===== src/rtl/bus_pkg.sv =====
// Shared bus definitions: system bus widths, master sequencer state encoding
// and the default WAIT-phase timeout.
package bus_pkg;

    localparam int unsigned BUS_ADDR_WIDTH  = 12;
    localparam int unsigned MEM_WIDTH       = 8;
    localparam int unsigned MEM_DEPTH       = 8;
    localparam int unsigned BUS_IO_NUM      = 2;
    localparam int unsigned TIMEOUT_DEFAULT = 16;
    localparam int unsigned TMO_CNT_WIDTH   = 8;
    localparam int unsigned ERR_CNT_WIDTH   = 8;

    typedef enum logic [2:0] {
        IDLE = 3'd0,
        ALE  = 3'd1,
        CMD  = 3'd2,
        WAIT = 3'd3,
        RESP = 3'd4
    } bus_state_e;

endpackage


===== src/rtl/bus_master_seq_if.sv =====
// Request/response handshake plus bus-controller CPU-side signals.
//   master : view of bus_master_seq (takes requests, drives the bus strobes)
//   slave  : view of the requester / bus controller environment
interface bus_master_seq_if
    import bus_pkg::*;
#(
    parameter int unsigned ADDR_WIDTH = BUS_ADDR_WIDTH,
    parameter int unsigned DATA_WIDTH = MEM_WIDTH
) ();

    logic                  req_valid;
    logic                  req_ready;
    logic                  req_write;
    logic [ADDR_WIDTH-1:0] req_addr;
    logic [DATA_WIDTH-1:0] req_wdata;

    logic                  rsp_valid;
    logic [DATA_WIDTH-1:0] rsp_rdata;
    logic                  rsp_err;

    logic                  ale_en;
    logic                  bus_read_en;
    logic                  bus_write_en;
    logic [ADDR_WIDTH-1:0] addr_input;
    logic [DATA_WIDTH-1:0] data_write;
    logic [DATA_WIDTH-1:0] data_read;
    logic                  bus_ready;

    modport master (
        input  req_valid, req_write, req_addr, req_wdata, data_read, bus_ready,
        output req_ready, rsp_valid, rsp_rdata, rsp_err,
        output ale_en, bus_read_en, bus_write_en, addr_input, data_write
    );

    modport slave (
        output req_valid, req_write, req_addr, req_wdata, data_read, bus_ready,
        input  req_ready, rsp_valid, rsp_rdata, rsp_err,
        input  ale_en, bus_read_en, bus_write_en, addr_input, data_write
    );

endinterface


===== src/rtl/bus_timeout_ctr.sv =====
// WAIT-phase timeout counter with a saturating count of expired waits.
//   clr        : restart the wait count (entering WAIT)
//   en         : a WAIT cycle without bus_ready
//   at_limit_c : this enabled cycle is the last one before timeout
//   err_count  : number of timeouts, saturating at all-ones
module bus_timeout_ctr
    import bus_pkg::*;
#(
    parameter int unsigned TIMEOUT = TIMEOUT_DEFAULT
) (
    input  logic                     clk,
    input  logic                     rst_n,
    input  logic                     clr,
    input  logic                     en,
    output logic                     at_limit_c,
    output logic [ERR_CNT_WIDTH-1:0] err_count
);

    logic [TMO_CNT_WIDTH-1:0] cnt_q;

    assign at_limit_c = (cnt_q == TMO_CNT_WIDTH'(TIMEOUT - 1));

    // wait counter and saturating timeout tally
    always_ff @(posedge clk or negedge rst_n) begin
        if (!rst_n) begin
            cnt_q     <= '0;
            err_count <= '0;
        end else begin
            if (clr) begin
                cnt_q <= '0;
            end else if (en) begin
                cnt_q <= cnt_q + TMO_CNT_WIDTH'(1);
            end
            if (en && at_limit_c && (err_count != '1)) begin
                err_count <= err_count + ERR_CNT_WIDTH'(1);
            end
        end
    end

endmodule


===== src/rtl/bus_master_seq.sv =====
// Bus initiator: accepts single read/write requests on a valid/ready
// handshake, runs ALE -> CMD -> (WAIT) -> RESP on the bus controller's
// CPU-side interface and returns a one-cycle response pulse.
//   clk, rst_n : clock, asynchronous active-low reset
//   bus        : request/response handshake and bus-controller signals
//   busy       : sequencer is not IDLE
//   err_count  : saturating count of timed-out transactions
module bus_master_seq
    import bus_pkg::*;
#(
    parameter int unsigned ADDR_WIDTH = BUS_ADDR_WIDTH,
    parameter int unsigned DATA_WIDTH = MEM_WIDTH,
    parameter int unsigned TIMEOUT    = TIMEOUT_DEFAULT
) (
    input  logic                     clk,
    input  logic                     rst_n,
    bus_master_seq_if.master         bus,
    output logic                     busy,
    output logic [ERR_CNT_WIDTH-1:0] err_count
);

    bus_state_e            state_q, state_d;
    logic                  wr_q, wr_d;
    logic [ADDR_WIDTH-1:0] addr_q, addr_d;
    logic [DATA_WIDTH-1:0] wdata_q, wdata_d;

    logic                  rsp_valid_d, rsp_err_d;
    logic [DATA_WIDTH-1:0] rsp_rdata_d;
    logic                  ale_d, rd_d, wr_en_d;
    logic [ADDR_WIDTH-1:0] addr_out_d;
    logic [DATA_WIDTH-1:0] data_write_d;

    logic                  tmo_clr_c, tmo_en_c, tmo_at_limit_c;

    bus_timeout_ctr #(.TIMEOUT(TIMEOUT)) u_tmo (
        .clk        (clk),
        .rst_n      (rst_n),
        .clr        (tmo_clr_c),
        .en         (tmo_en_c),
        .at_limit_c (tmo_at_limit_c),
        .err_count  (err_count)
    );

    // next state; outputs are decoded from the next state so they register
    // in the same edge the state changes
    always_comb begin
        state_d     = state_q;
        wr_d        = wr_q;
        addr_d      = addr_q;
        wdata_d     = wdata_q;
        rsp_valid_d = 1'b0;
        rsp_err_d   = 1'b0;
        rsp_rdata_d = '0;
        tmo_clr_c   = 1'b0;
        tmo_en_c    = 1'b0;

        case (state_q)
            IDLE: begin
                if (bus.req_valid) begin
                    state_d = ALE;
                    wr_d    = bus.req_write;
                    addr_d  = bus.req_addr;
                    wdata_d = bus.req_wdata;
                end
            end
            ALE: state_d = CMD;
            CMD: begin
                if (bus.bus_ready) begin
                    state_d     = RESP;
                    rsp_valid_d = 1'b1;
                    if (!wr_q) rsp_rdata_d = bus.data_read;
                end else begin
                    state_d   = WAIT;
                    tmo_clr_c = 1'b1;
                end
            end
            WAIT: begin
                // ready on the expiring edge takes priority over the timeout
                if (bus.bus_ready) begin
                    state_d     = RESP;
                    rsp_valid_d = 1'b1;
                    if (!wr_q) rsp_rdata_d = bus.data_read;
                end else begin
                    tmo_en_c = 1'b1;
                    if (tmo_at_limit_c) begin
                        state_d     = RESP;
                        rsp_valid_d = 1'b1;
                        rsp_err_d   = 1'b1;
                    end
                end
            end
            RESP:    state_d = IDLE;
            default: state_d = IDLE;
        endcase

        ale_d        = (state_d == ALE);
        rd_d         = (state_d == CMD) && !wr_d;
        wr_en_d      = (state_d == CMD) && wr_d;
        addr_out_d   = ((state_d == ALE) || (state_d == CMD) || (state_d == WAIT)) ? addr_d : '0;
        data_write_d = (((state_d == CMD) || (state_d == WAIT)) && wr_d) ? wdata_d : '0;
    end

    // state, request capture and registered outputs
    always_ff @(posedge clk or negedge rst_n) begin
        if (!rst_n) begin
            state_q          <= IDLE;
            wr_q             <= 1'b0;
            addr_q           <= '0;
            wdata_q          <= '0;
            bus.req_ready    <= 1'b1;
            bus.rsp_valid    <= 1'b0;
            bus.rsp_err      <= 1'b0;
            bus.rsp_rdata    <= '0;
            bus.ale_en       <= 1'b0;
            bus.bus_read_en  <= 1'b0;
            bus.bus_write_en <= 1'b0;
            bus.addr_input   <= '0;
            bus.data_write   <= '0;
            busy             <= 1'b0;
        end else begin
            state_q          <= state_d;
            wr_q             <= wr_d;
            addr_q           <= addr_d;
            wdata_q          <= wdata_d;
            bus.req_ready    <= (state_d == IDLE);
            bus.rsp_valid    <= rsp_valid_d;
            bus.rsp_err      <= rsp_err_d;
            bus.rsp_rdata    <= rsp_rdata_d;
            bus.ale_en       <= ale_d;
            bus.bus_read_en  <= rd_d;
            bus.bus_write_en <= wr_en_d;
            bus.addr_input   <= addr_out_d;
            bus.data_write   <= data_write_d;
            busy             <= (state_d != IDLE);
        end
    end

endmodule


===== src/flat_wrapper.sv =====
// flat-port wrapper written by rule: the top's interface ports become plain ports
module bus_master_seq_flat import bus_pkg::*;
#(
    parameter int unsigned ADDR_WIDTH = BUS_ADDR_WIDTH,
    parameter int unsigned DATA_WIDTH = MEM_WIDTH,
    parameter int unsigned TIMEOUT    = TIMEOUT_DEFAULT
)
  (clk, rst_n, busy, err_count, bus_req_valid, bus_req_write, bus_req_addr, bus_req_wdata, bus_data_read, bus_bus_ready, bus_req_ready, bus_rsp_valid, bus_rsp_rdata, bus_rsp_err, bus_ale_en, bus_bus_read_en, bus_bus_write_en, bus_addr_input, bus_data_write);
  bus_master_seq_if #(.ADDR_WIDTH(ADDR_WIDTH), .DATA_WIDTH(DATA_WIDTH)) bus_i ();
  input  logic clk;
  input  logic rst_n;
  output logic busy;
  output logic [ERR_CNT_WIDTH-1:0] err_count;
  input wire logic [$bits(bus_i.req_valid)-1:0] bus_req_valid;
  input wire logic [$bits(bus_i.req_write)-1:0] bus_req_write;
  input wire logic [$bits(bus_i.req_addr)-1:0] bus_req_addr;
  input wire logic [$bits(bus_i.req_wdata)-1:0] bus_req_wdata;
  input wire logic [$bits(bus_i.data_read)-1:0] bus_data_read;
  input wire logic [$bits(bus_i.bus_ready)-1:0] bus_bus_ready;
  output wire logic [$bits(bus_i.req_ready)-1:0] bus_req_ready;
  output wire logic [$bits(bus_i.rsp_valid)-1:0] bus_rsp_valid;
  output wire logic [$bits(bus_i.rsp_rdata)-1:0] bus_rsp_rdata;
  output wire logic [$bits(bus_i.rsp_err)-1:0] bus_rsp_err;
  output wire logic [$bits(bus_i.ale_en)-1:0] bus_ale_en;
  output wire logic [$bits(bus_i.bus_read_en)-1:0] bus_bus_read_en;
  output wire logic [$bits(bus_i.bus_write_en)-1:0] bus_bus_write_en;
  output wire logic [$bits(bus_i.addr_input)-1:0] bus_addr_input;
  output wire logic [$bits(bus_i.data_write)-1:0] bus_data_write;
  assign bus_i.req_valid = bus_req_valid;
  assign bus_i.req_write = bus_req_write;
  assign bus_i.req_addr = bus_req_addr;
  assign bus_i.req_wdata = bus_req_wdata;
  assign bus_i.data_read = bus_data_read;
  assign bus_i.bus_ready = bus_bus_ready;
  assign bus_req_ready = bus_i.req_ready;
  assign bus_rsp_valid = bus_i.rsp_valid;
  assign bus_rsp_rdata = bus_i.rsp_rdata;
  assign bus_rsp_err = bus_i.rsp_err;
  assign bus_ale_en = bus_i.ale_en;
  assign bus_bus_read_en = bus_i.bus_read_en;
  assign bus_bus_write_en = bus_i.bus_write_en;
  assign bus_addr_input = bus_i.addr_input;
  assign bus_data_write = bus_i.data_write;
  bus_master_seq #(.ADDR_WIDTH(ADDR_WIDTH), .DATA_WIDTH(DATA_WIDTH), .TIMEOUT(TIMEOUT)) u_core (.clk(clk), .rst_n(rst_n), .bus(bus_i), .busy(busy), .err_count(err_count));
endmodule

===== config.mk =====
export PLATFORM = sky130hd
export DESIGN_NAME = bus_master_seq_flat
export DESIGN_NICKNAME = d
export VERILOG_FILES = /design/src/rtl/bus_pkg.sv /design/src/rtl/bus_master_seq_if.sv /design/src/rtl/bus_timeout_ctr.sv /design/src/rtl/bus_master_seq.sv /design/src/flat_wrapper.sv
export SDC_FILE = /design/constraint.sdc
export NUM_CORES = 1
export LEC_CHECK = 0
export CAP_MARGIN = 20
export CORE_UTILIZATION = 62
export CTS_BUF_LIST = sky130_fd_sc_hd__clkbuf_16
export CTS_CLUSTER_SIZE = 30
export DETAILED_ROUTE_END_ITERATION = 8
export DONT_BUFFER_PORTS = 1
export PLACE_DENSITY = 0.81
export SYNTH_ARGS = -nofsm -noshare
export SYNTH_HDL_FRONTEND = slang
export SYNTH_SLANG_ARGS = --single-unit
export TNS_END_PERCENT = 5

===== constraint.sdc =====
create_clock -name clk -period 2.2 [get_ports clk]
set_input_delay 0.22 -clock clk [delete_from_list [all_inputs] [get_ports clk]]
set_output_delay 0.22 -clock clk [all_outputs]
set_load 0.01 [all_outputs]

### Clock wiring as the flow saved it

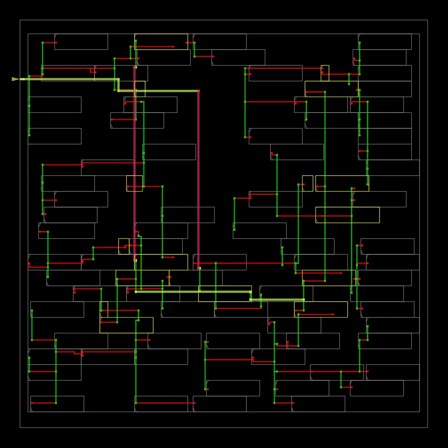
clock buffers: 9
clk pwr: 1370 uW
clock buffer count from CTS: 9
clk ins delay skew pair: 0.32 ns
CTS sink cnt: 75

==> impl_metrics.csv <==
group,metric,value,unit
placed_design,place_area,2950,sq um
floorplanning,core.rowCount,24,
power,ir_drop,0.885,mV
worst_hold_path,min_path_cells,1,
power,p_seq_frac,0.473,
synthesis,top_cell,"dfrtp_1",
critical_path,critPathKind,"flip-flop to flip-flop",
routing,remaining_drc_errors,0,
floorplanning,core,4410,sq um
synthesis,syn_area,2900,sq um
synthesis,synth.cellmix.compoundShare,0.0798,
routing,dr.max_layer_used,"met4",
finish,fin_area,3270,sq um
sta,max_freq,0.513,GHz
clock_tree,cts-root-buf,"clkbuf_16",
routing,ant_nets,0,
synthesis,ys_sh_simple,0.142,
routing,met3_length,375,microns
routing,drt_first_iter_violations,114,
placed_design,place_congestion,0.847,
synthesis,synthAdderAreaFrac,0.00863,
floorplanning,fp.dieW,70.4,microns
synthesis,async_flop_share,1.00,
grt,grtUsageMet2,0.402,
finish,final_util,0.741,
placed_design,dp_slack,0.285,ns
synthesis,common_cells,"74 x dfrtp_1, 22 x mux2_2, 14 x o21a_1, 10 x nand2_1",
sta,setup_viol,0,
clock_tree,postCtsSetupRepairBufs,0,
floorplanning,fp_util,0.657,
finish,drive_above_1_share,0.221,
routing,met1_length,2150,microns
synthesis,ys_types,39,
sta,finalHoldViolations,0,
power,combPwrFrac,0.222,
routing,wl_per_cell,19.4,microns
synthesis,ys_seq_share,0.648,
clock_tree,clkTransAtPathRegs,0.05,ns
sta,worst_slack,0.251,ns
critical_path,r2r_setup_slack,0.25,ns
placed_design,port_buffers,0,
outcome,status,"finished, final reports clean",
critical_path,reg2reg_depth,5,
synthesis,synthCells,212,
synthesis,ys_sh_xor,0.0151,
flow_run,tool_warnings,26,
sta,relSlewSlack,0.719,
grt,grt_use_total,0.242,
placed_design,dp_cells,260,
power,power.total,4510,uW
synthesis,synth-edff-count,0,
grt,grt_remaining_overflow,0,
power,switching_share,0.296,
synthesis,yosys_area,2900,sq um
routing,firstDrtPassIters,4,
critical_path,critical_path_arrival,2.15,ns
critical_path,critPathCaptureType,"flip-flop",
worst_hold_path,worst_hold_path_type,"primary input to flip-flop",
finish,layout.cells.non_filler,278,
finish,n_antenna_cell,0,
grt,met1_usage,0.280,
### The metal 3 layer

The bar under the picture is 20 microns long.
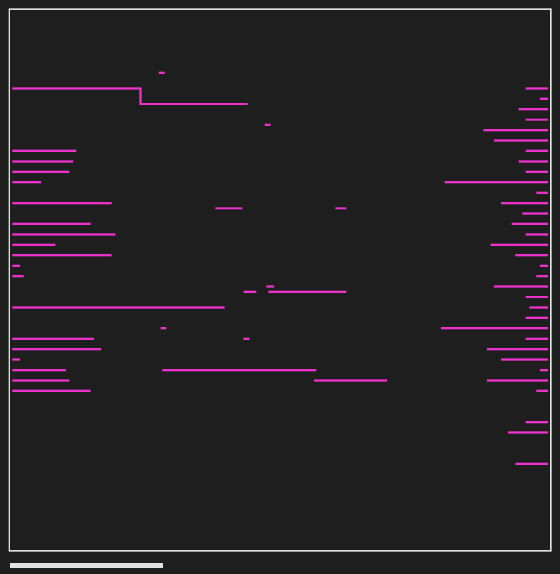
nets with wire on the layer = 57
share of all routed wire = 7.0%
wire length on this layer = 375 microns
Vias: 1,679
grt met3 use: 0.0664
final wirelength: 5390 microns

[critical path, stage by stage (launching register included)]
cell     delay [ns]
dfrtp_1        0.39
ha_1           0.21
and3_1         0.35
nand4_4        0.18
nor2_1         0.32
mux2_2         0.38
[worst max path at each step]
| stage | start | end | slack, ns | cells past startpoint |
|---|---|---|---|---|
| after floorplan | u_core.u_tmo.cnt_q[0] | u_core.u_tmo.err_count[1] | 0.51 | 6 |
| after global placement | u_core.u_tmo.cnt_q[0] | u_core.u_tmo.err_count[1] | 0.43 | 5 |
| after detailed placement | u_core.u_tmo.cnt_q[0] | u_core.u_tmo.err_count[1] | 0.28 | 5 |
| after CTS | u_core.u_tmo.cnt_q[0] | u_core.u_tmo.err_count[1] | 0.27 | 5 |
| after global routing | u_core.u_tmo.cnt_q[0] | u_core.u_tmo.err_count[1] | 0.14 | 5 |
| final | u_core.u_tmo.cnt_q[0] | u_core.u_tmo.err_count[1] | 0.25 | 5 |
[state kept, by name, indices dropped and copies added (netlist names)]
signal and cells:
u_core.bus.bus_read_en 1, u_core.bus.bus_write_en 1, u_core.busy 1, u_core.addr_q 12, u_core.bus.req_ready 1, u_core.bus.rsp_valid 1, u_core.u_tmo.cnt_q 8, u_core.bus.rsp_err 1
u_core.bus.addr_input 12, u_core.state_q 3, u_core.bus.rsp_rdata 8, u_core.wdata_q 8, u_core.u_tmo.err_count 8, u_core.bus.data_write 8, u_core.bus.ale_en 1, u_core.wr_q 1
[logic make-up after synthesis]
kind of cell    Yosys count
compound gates           34
xor+xnor                  5
fa+ha+maj                 2
buf+inv                  11
flops                    75
mux                      22
simple gates             63
[cell type report]
type | instances | area, sq um
multi-input cells | 126 | 966
clock buffers | 9 | 225
well taps | 52 | 65.1
clock inverters | 7 | 60.1
inverters | 4 | 15.0
fillers | 296 | 1140
flip-flops and latches | 75 | 1880
repair buffers | 5 | 60.1
[power by group through the flow]
| stage | clock network (uW) | logic, uW | registers (uW) |
|---|---|---|---|
| after floorplan | 0 | 820 | 2060 |
| after global placement | 0 | 888 | 2130 |
| after detailed placement | 0 | 953 | 2150 |
| after CTS | 1400 | 1010 | 2140 |
| after global routing | 1460 | 1100 | 2180 |
| final | 1370 | 1000 | 2130 |
[cells in the final DEF (no fill, tap or decap), types with 2 or more instances in the layout]
| cell type | Yosys | final |
|---|---|---|
| inv_1 | 4 | 5 |
| nor2b_1 | 9 | 9 |
| nor3_2 | 1 | 2 |
| a21oi_1 | 4 | 4 |
| clkinv_2 | 0 | 3 |
| ha_1 | 2 | 2 |
| o21a_1 | 14 | 14 |
| xor2_1 | 5 | 5 |
| a31oi_1 | 2 | 2 |
| or3_1 | 3 | 3 |
| nand2_1 | 10 | 10 |
| and3_1 | 3 | 3 |
| o21ai_0 | 8 | 8 |
| mux2_2 | 22 | 22 |
| o31ai_1 | 2 | 2 |
| and2_1 | 9 | 9 |
| nand3_1 | 9 | 9 |
| dfrtp_1 | 74 | 74 |
| nor2_1 | 4 | 4 |
| buf_4 | 2 | 3 |
| nor4_1 | 3 | 3 |
| clkbuf_16 | 0 | 9 |
Power is estimated from default activity; no workload was simulated.
